**Run 1: cells coloured by class**

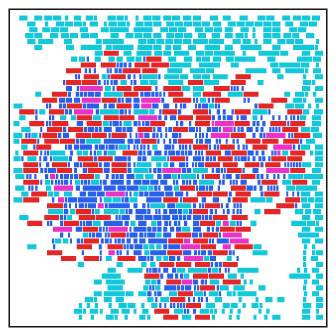
**Run 1: I/O pins on the die edge**

Pins as bars across the die edge, other pins in grey.
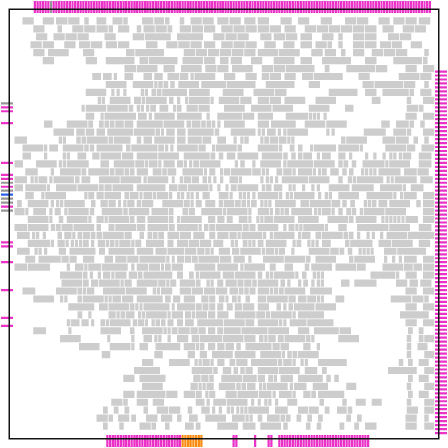
**Run 1: clock distribution**

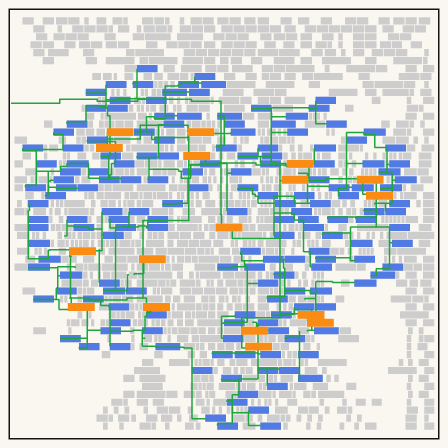
[src/rtl/llr_frame_loader.sv]
// rtl/llr_frame_loader.sv - scales, saturates and assembles channel samples into LLR frames
// A fill buffer collects one frame while the output register holds the previous one for the decoder.
module llr_frame_loader #(
  parameter int N       = 10,
  parameter int IN_W    = 8,
  parameter int LLR_W   = 32,
  parameter int SHIFT   = 0,
  parameter int LLR_MAX = 13
) (
  input  logic                 clk,
  input  logic                 rst,
  input  logic [IN_W-1:0]      in_data,
  input  logic                 in_valid,
  output logic                 in_ready,
  input  logic                 in_last,
  output logic [N*LLR_W-1:0]   llr_flat,
  output logic                 frame_valid,
  input  logic                 frame_ready,
  output logic                 frame_err
);

  localparam int IDX_W = (N > 1) ? $clog2(N) : 1;
  localparam logic [IDX_W-1:0] LAST_IDX = IDX_W'(N - 1);
  localparam logic signed [LLR_W-1:0] POS_MAX = LLR_W'(LLR_MAX);
  localparam logic signed [LLR_W-1:0] NEG_MAX = -POS_MAX;

  if ((IN_W + SHIFT >= LLR_W) || (LLR_MAX <= 0)) begin : g_bad_params
    $error("llr_frame_loader: need IN_W+SHIFT < LLR_W and LLR_MAX > 0");
  end

  typedef enum logic {
    FILL,
    PEND
  } state_t;

  state_t              state_q, state_d;
  logic [IDX_W-1:0]    idx_q, idx_d;
  logic [N*LLR_W-1:0]  fill_q, fill_d;
  logic [N*LLR_W-1:0]  llr_q, llr_d;
  logic                frame_valid_q, frame_valid_d;
  logic                frame_err_q, frame_err_d;

  logic signed [LLR_W-1:0] ext_sample;
  logic signed [LLR_W-1:0] scaled;
  logic signed [LLR_W-1:0] sat_sample;

  // Sign-extend first so the shift cannot overflow (IN_W+SHIFT < LLR_W).
  always_comb begin
    ext_sample = LLR_W'($signed(in_data));
    scaled     = ext_sample <<< SHIFT;
    if (scaled > POS_MAX) begin
      sat_sample = POS_MAX;
    end else if (scaled < NEG_MAX) begin
      sat_sample = NEG_MAX;
    end else begin
      sat_sample = scaled;
    end
  end

  assign in_ready    = (state_q == FILL) && !rst;
  assign llr_flat    = llr_q;
  assign frame_valid = frame_valid_q;
  assign frame_err   = frame_err_q;

  always_comb begin
    state_d       = state_q;
    idx_d         = idx_q;
    fill_d        = fill_q;
    llr_d         = llr_q;
    frame_valid_d = frame_valid_q;
    frame_err_d   = 1'b0;

    if (frame_valid_q && frame_ready) begin
      frame_valid_d = 1'b0;
    end

    case (state_q)
      FILL: begin
        if (in_valid) begin
          fill_d[int'(idx_q)*LLR_W +: LLR_W] = sat_sample;
          if ((idx_q == LAST_IDX) && in_last) begin
            idx_d   = '0;
            state_d = PEND;
          end else if ((idx_q == LAST_IDX) || in_last) begin
            // Length mismatch: drop the partial frame, stale entries get overwritten later.
            idx_d       = '0;
            frame_err_d = 1'b1;
          end else begin
            idx_d = idx_q + IDX_W'(1);
          end
        end
      end
      PEND: begin
        if (!frame_valid_q || frame_ready) begin
          llr_d         = fill_q;
          frame_valid_d = 1'b1;
          state_d       = FILL;
        end
      end
      default: state_d = FILL;
    endcase
  end

  always_ff @(posedge clk) begin
    if (rst) begin
      state_q       <= FILL;
      idx_q         <= '0;
      fill_q        <= '0;
      llr_q         <= '0;
      frame_valid_q <= 1'b0;
      frame_err_q   <= 1'b0;
    end else begin
      state_q       <= state_d;
      idx_q         <= idx_d;
      fill_q        <= fill_d;
      llr_q         <= llr_d;
      frame_valid_q <= frame_valid_d;
      frame_err_q   <= frame_err_d;
    end
  end

endmodule

[config.mk]
export PLATFORM = sky130hd
export DESIGN_NAME = llr_frame_loader
export DESIGN_NICKNAME = d
export VERILOG_FILES = /design/src/rtl/llr_frame_loader.sv
export SDC_FILE = /design/constraint.sdc
export NUM_CORES = 1
export LEC_CHECK = 0
export ABC_AREA = 1
export CORE_UTILIZATION = 40
export CTS_CLUSTER_DIAMETER = 50
export DETAILED_ROUTE_END_ITERATION = 6
export PLACE_DENSITY = 0.78
export SETUP_SLACK_MARGIN = 0.15
export SYNTH_ARGS = -nofsm -noshare
export SYNTH_HDL_FRONTEND = slang
export SYNTH_SLANG_ARGS = --single-unit
[constraint.sdc]
create_clock -name clk -period 1.9 [get_ports clk]
set_input_delay 0.57 -clock clk [delete_from_list [all_inputs] [get_ports clk]]
set_output_delay 0.57 -clock clk [all_outputs]
set_load 0.005 [all_outputs]
==> results.cfg, run 1 <==
; yosys + openroad results
[run_status]
run_status = finished with violations
violations_in_the_final_reports = negative setup slack

[synthesis]
synth.most_common_cell = sky130_fd_sc_hd__buf_4
postSynthNetCount = 1116
netlist_top_cells_area = sky130_fd_sc_hd__dfxtp_1, sky130_fd_sc_hd__buf_4, sky130_fd_sc_hd__nor2_1
synth-main-ff-cell = sky130_fd_sc_hd__dfxtp_1
edf_count = 0
yosys.area.top_type = sky130_fd_sc_hd__dfxtp_1
synth.avg_cell_area_um2 = 7.62
synth_area_um2 = 8360

[grt]
first_pass_grt_wire_length_mm = 37.5
globalRouteTotalUtil_pct = 21.9

[setup_path]
cp_cell_sequence = buf_6, buf_12, buf_12, buf_16, buf_6
path_delay_family = buffers and inverters
timing.setup.critical_path_class = flop to output port
crit_path_end_kind = output port
startpoint_type = flop
worstPathMaxFanout = 6
cp_num_cells = 5
worst_ep_required_time_ns = 1.33

[routing]
detail-route-antenna-nets = 0
detail_route.first_pass.iterations = 5
detail_route.wl_per_cell_um = 16.5
viasPerCell = 4.85

[floorplanning]
core_area_um2 = 20400
std_cell_rows = 52

[placed_design]
place.detailed.instances = 1478
detailed_place.area_um2 = 10900
finalWeightedCongestion = 0.865

[final_layout]
antenna_cells = 0
final_nets = 1335
synthToLayoutAreaGrowth_pct = 61.7
final_core_util_pct = 66.3

[timing]
final.setup.worst_slack_ns = -0.0316
worst_slew_pin_slew_ns = 0.599
finalSetupViolCount = 10
totalNegativeSetupSlack_ns = -0.256
finalWorstPathRequiredPeriod_ns = 1.93

[clocking]
tritoncts = done
cts_made_buffers = 17
htree_levels = 4

[hold_path]
timing.hold.worst.class = flop to flop

[pwr]
share_clk_of_total_power_pct = 45.1
p_per_area_nw_per_um2 = 581
## Picture notes: 'cells coloured by class'
Key: magenta = clock drivers and dummy loads [cells 32, share of their area 4.6%]; cyan = other buffers and delay cells [cells 489, share of their area 42%]; blue = all other logic [cells 641, share of their area 28%]; red = flip-flops [cells 167, share of their area 26%]
fraction of standard cell area that is sequential: 25.2%
post-route standard cell area excluding fillers: 13500 µm²

## Picture notes: 'I/O pins on the die edge'
Key: blue = `in_last` [pins 1, direction input, edge west]; orange = `in_data` [pins 8, direction input, edge south]; magenta = `llr_flat` [pins 320, direction output, edge 147 north, 92 east, 67 south, 14 west]
die extent in y: 147 µm
die width: 147 µm
port buffer count: 335

## Picture notes: 'clock distribution'
Key: green = clock wires [length 1970 µm]; blue = flip-flops [count 167]; orange = cells driving clock nets [count 17]
There are 18 routed clock nets.
later-pin clock latency in the skew report: 0.43 ns
clk pwr: 3.54 mW

## run 1: worst paths after layout
| kind | start | to | slack [ns] |
|---|---|---|---|
| hold reg to reg | fill_q[162]$_SDFFE_PP0P_ | fill_q[162]$_SDFFE_PP0P_ | 0.46 |
| setup / recovery | llr_flat[287]$_SDFFE_PP0P_ | llr_flat[276] | -0.03 |
| setup reg to reg | idx_q[0]$_SDFFE_PP0P_ | fill_q[97]$_SDFFE_PP0P_ | 0.01 |
| hold / removal | fill_q[162]$_SDFFE_PP0P_ | fill_q[162]$_SDFFE_PP0P_ | 0.46 |
## run 1: kinds of logic (layout without fill, tap and decap cells)
| family | count (synthesis) | count (layout) | share of synthesized area [%] |
|---|---|---|---|
| AOI/OAI and AO/OA | 194 | 194 | 11.9 |
| buffers and inverters | 333 | 563 | 26.8 |
| and+or+nand+nor | 393 | 395 | 19.7 |
| DFF | 167 | 167 | 40.0 |
| adders and majority gates | 6 | 6 | 0.898 |
| xor gates and xnor gates | 4 | 4 | 0.599 |
## run 1: what timing repair did
action,4_1_cts,5_1_grt
resized,979,433
setup endpoints to repair,403,315
hold buffers,0,0
buffers inserted,42,17
endpoints found under the hold margin,0,0
pin swaps,18,78
gates cloned,18,12
## run 1: sequential cells by signal, summed over array words and instances (netlist names)
| signal | count |
|---|---|
| state_q | 1 |
| frame_valid | 1 |
| frame_err | 1 |
| fill_q | 80 |
| llr_flat | 80 |
| idx_q | 4 |
## run 1: power by group through the flow
stage          clock [mW]  combinational (mW)  sequential (mW)
2_1_floorplan           0               0.365             3.61
3_3_place_gp            0               0.552             3.61
3_5_place_dp            0               0.559             3.62
4_1_cts              3.56               0.616             3.52
5_1_grt              3.72               0.836             3.53
6_report             3.54               0.787             3.53
## run 1: metal layers
| metal | global-route usage, % | share of wire (%) | vias up | routed length, µm |
|---|---|---|---|---|
| met2 | 37.4 | 51 | 295 | 13500 |
| met4 | 6.20 | 2.1 | 0 | 553 |
| met1 | 27.8 | 42 | 3681 | 11000 |
| li1 | - | - | 3723 | - |
| met3 | 4.38 | 5.0 | 55 | 1320 |
| met5 | 0 | 0 | - | 0 |
## run 1: area by class of cell
class	instances	area [µm²]
inverter	42	186
fill	1518	6850
tap	270	338
clock inverter	11	135
sequential	167	3400
multi-input combinational	599	3470
clock buffer	21	470
timing repair buffer	489	5510
## run 1: cells in the final DEF, fill, tap and decap left out, drive strengths merged, types with 2 or more instances in the layout
master / n
buf: 327
nor2: 249
dfxtp: 167
o21ai: 128
nand2: 105
clkbuf: 77
a21oi: 55
inv: 45
dlygate4sd2: 43
dlymetal6s2s: 36
clkdlybuf4s15: 25
nand4: 18
nand3: 17
o21a: 10
ha: 6
clkinv: 4
nor3: 4
xor2: 3
clkinvlp: 2
bufinv: 2
clkdlybuf4s50: 2
## run 1: worst min-delay path, stage by stage, from the launching register on
cell                      delay (ns)
sky130_fd_sc_hd__dfxtp_1        0.31
sky130_fd_sc_hd__nand2_1        0.06
sky130_fd_sc_hd__a21oi_1        0.06
**Run 1: signal wires by layer**

Only two layers are drawn.
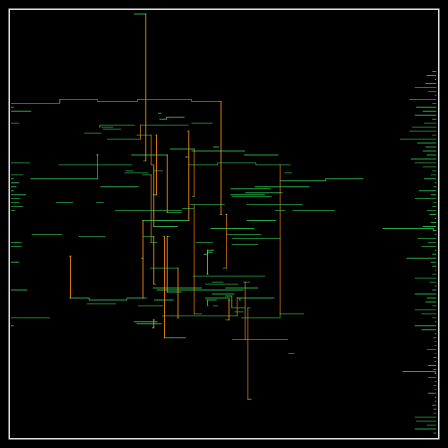

==> run 2, diff against run 1 <==
- CORE_MARGIN: default -> 5
- clock period: 1.9 -> 1.7 ns (I/O delays scaled with it)
**Run 2: signal wires by layer**

Only two layers are drawn.
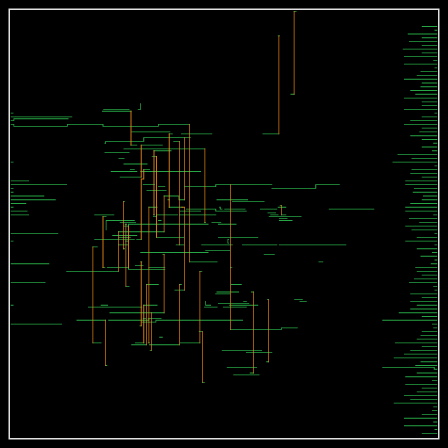
Key: green = met3 [wire length 2050 µm]; orange = met4 [wire length 827 µm]

==> run 2 against run 1 <==
The run still ends with negative setup slack left. Critical path depth grew 9. Largest cell class unchanged. Clock power grew 13%. Routed wire length is 8.2% higher. Critical endpoint is now fill_q[96]$_SDFFE_PP0P_.
==> results.cfg, run 2 <==
; yosys + openroad results
[synthesis]
synth_area_um2 = 8360
postSynthNetCount = 1116
synth-main-ff-cell = sky130_fd_sc_hd__dfxtp_1
synth.most_common_cell = sky130_fd_sc_hd__buf_4
yosys.area.top_type = sky130_fd_sc_hd__dfxtp_1
netlist_top_cells_area = sky130_fd_sc_hd__dfxtp_1, sky130_fd_sc_hd__buf_4, sky130_fd_sc_hd__nor2_1
synth.avg_cell_area_um2 = 7.62
edf_count = 0

[floorplanning]
dieHeight_um = 155
chipWidth_um = 155
std_cell_rows = 52
chip_area_um2 = 23900
core_area_um2 = 20400

[final_layout]
final_nets = 1370
fillers = 1444
layout.cells.most_common = sky130_fd_sc_hd__buf_6
final_core_util_pct = 69.5
layout.cells.most_common_list = sky130_fd_sc_hd__buf_6, sky130_fd_sc_hd__nor2_1, sky130_fd_sc_hd__dfxtp_1
layout.cell_area.non_filler_um2 = 14200
antenna_cells = 0
drive_above_1_share_pct = 49.0
synthToLayoutAreaGrowth_pct = 69.9

[timing]
finalWorstPathRequiredPeriod_ns = 1.92
final.setup.worst_slack_ns = -0.218
totalNegativeSetupSlack_ns = -12.16
finalSetupViolCount = 128

[clocking]
cts.hold.buffers_added = 0
htree_levels = 4
worstSkewPairLatency_ns = 0.43
tritoncts = done
cts_made_buffers = 17

[placed_design]
portBuffers = 335
finalWeightedCongestion = 0.856
detailed_place.area_um2 = 10900

[run_status]
run_status = finished with violations
violations_in_the_final_reports = negative setup slack

[setup_path]
startpoint_type = flop
worst_ep_required_time_ns = 2.06
timing.setup.critical_path_class = flop to flop
worstPathMaxFanout = 7

[grt]
first_pass_grt_wire_length_mm = 40.4
grt_max_degree = 58
globalRouteTotalUtil_pct = 20.8

[pwr]
p_per_area_nw_per_um2 = 627

[hold_path]
timing.hold.worst.class = flop to flop

[routing]
detail_route.wl_per_cell_um = 17.5
viasPerCell = 4.88
detail_route.first_pass.iterations = 5
## run 2: cell counts after synthesis
Identical to the previous run, type by type.
## run 2: metal layers
layer | vias up | global-route usage [%] | share of wire [%]
met1 | 3743 | 25.0 | 38
met5 | - | 0 | 0
met3 | 75 | 5.84 | 7.2
li1 | 3798 | - | -
met2 | 365 | 35.8 | 52
met4 | 0 | 7.11 | 2.9
## run 2: cell type report
type	count	area, µm²	share of cell area, %
clock buffer	21	480	3.38
inverter	42	194	1.37
clock inverter	11	135	0.952
timing repair buffer	524	6250	44.0
multi-input combinational	599	3390	23.9
tap	270	338	2.38
sequential	167	3410	24.0
## run 2: metrics by stage
step | total power, mW | instances
2_1_floorplan | 4.45 | 1097
3_3_place_gp | 4.68 | 1481
3_5_place_dp | 4.69 | 1481
4_1_cts | 8.77 | 1596
5_1_grt | 9.18 | 1634
6_report | 8.90 | 1634
## run 2: cells by family (layout without fill, tap and decap cells)
logic type               Yosys count  after routing  share of synthesized area [%]
XOR/XNOR                           4              4                          0.599
AND-OR/OR-AND                    194            194                           11.9
buffers and inverters            333            598                           26.8
flip-flops                       167            167                           40.0
adder cells (fa/ha/maj)            6              6                          0.898
AND/OR/NAND/NOR                  393            395                           19.7
## run 2: worst paths after layout
| path | from | end | slack [ns] | depth (start not counted) |
|---|---|---|---|---|
| worst max register to register | idx_q[0]$_SDFFE_PP0P_ | fill_q[96]$_SDFFE_PP0P_ | -0.22 | 14 |
| worst max-delay path | idx_q[0]$_SDFFE_PP0P_ | fill_q[96]$_SDFFE_PP0P_ | -0.22 | 14 |
| worst min-delay path | fill_q[223]$_SDFFE_PP0P_ | fill_q[223]$_SDFFE_PP0P_ | 0.46 | 2 |
| worst min register to register | fill_q[223]$_SDFFE_PP0P_ | fill_q[223]$_SDFFE_PP0P_ | 0.46 | 2 |
## run 2: timing repair
item	CTS	global route
cloned	29	6
pin swaps	58	35
gates resized	1222	402
endpoints found under the setup margin	408	399
buffers inserted	54	32
## run 2: power breakdown
group | internal [mW] | switching, mW | leakage, nW | total (mW)
clock network | 2.35 | 1.65 | 0.299 | 3.99
registers | 3.92 | 0.0138 | 1.36 | 3.94
logic | 0.398 | 0.571 | 4.61 | 0.969
total | 6.67 | 2.23 | 6.27 | 8.90
## run 2: worst max-delay path: stages, from the launching register on
cell,delay [ns]
sky130_fd_sc_hd__dfxtp_4,0.36
sky130_fd_sc_hd__inv_4,0.05
sky130_fd_sc_hd__nand2_2,0.06
sky130_fd_sc_hd__nor2_2,0.04
sky130_fd_sc_hd__ha_1,0.31
sky130_fd_sc_hd__inv_2,0.06
sky130_fd_sc_hd__nor2_4,0.13
sky130_fd_sc_hd__inv_2,0.05
sky130_fd_sc_hd__nor2_2,0.11
sky130_fd_sc_hd__inv_2,0.09
sky130_fd_sc_hd__nor2_4,0.18
sky130_fd_sc_hd__buf_12,0.13
sky130_fd_sc_hd__buf_16,0.12
sky130_fd_sc_hd__nand2_4,0.04
sky130_fd_sc_hd__a21oi_2,0.12
No activity file was given, so power comes from the tool's default toggle rates.
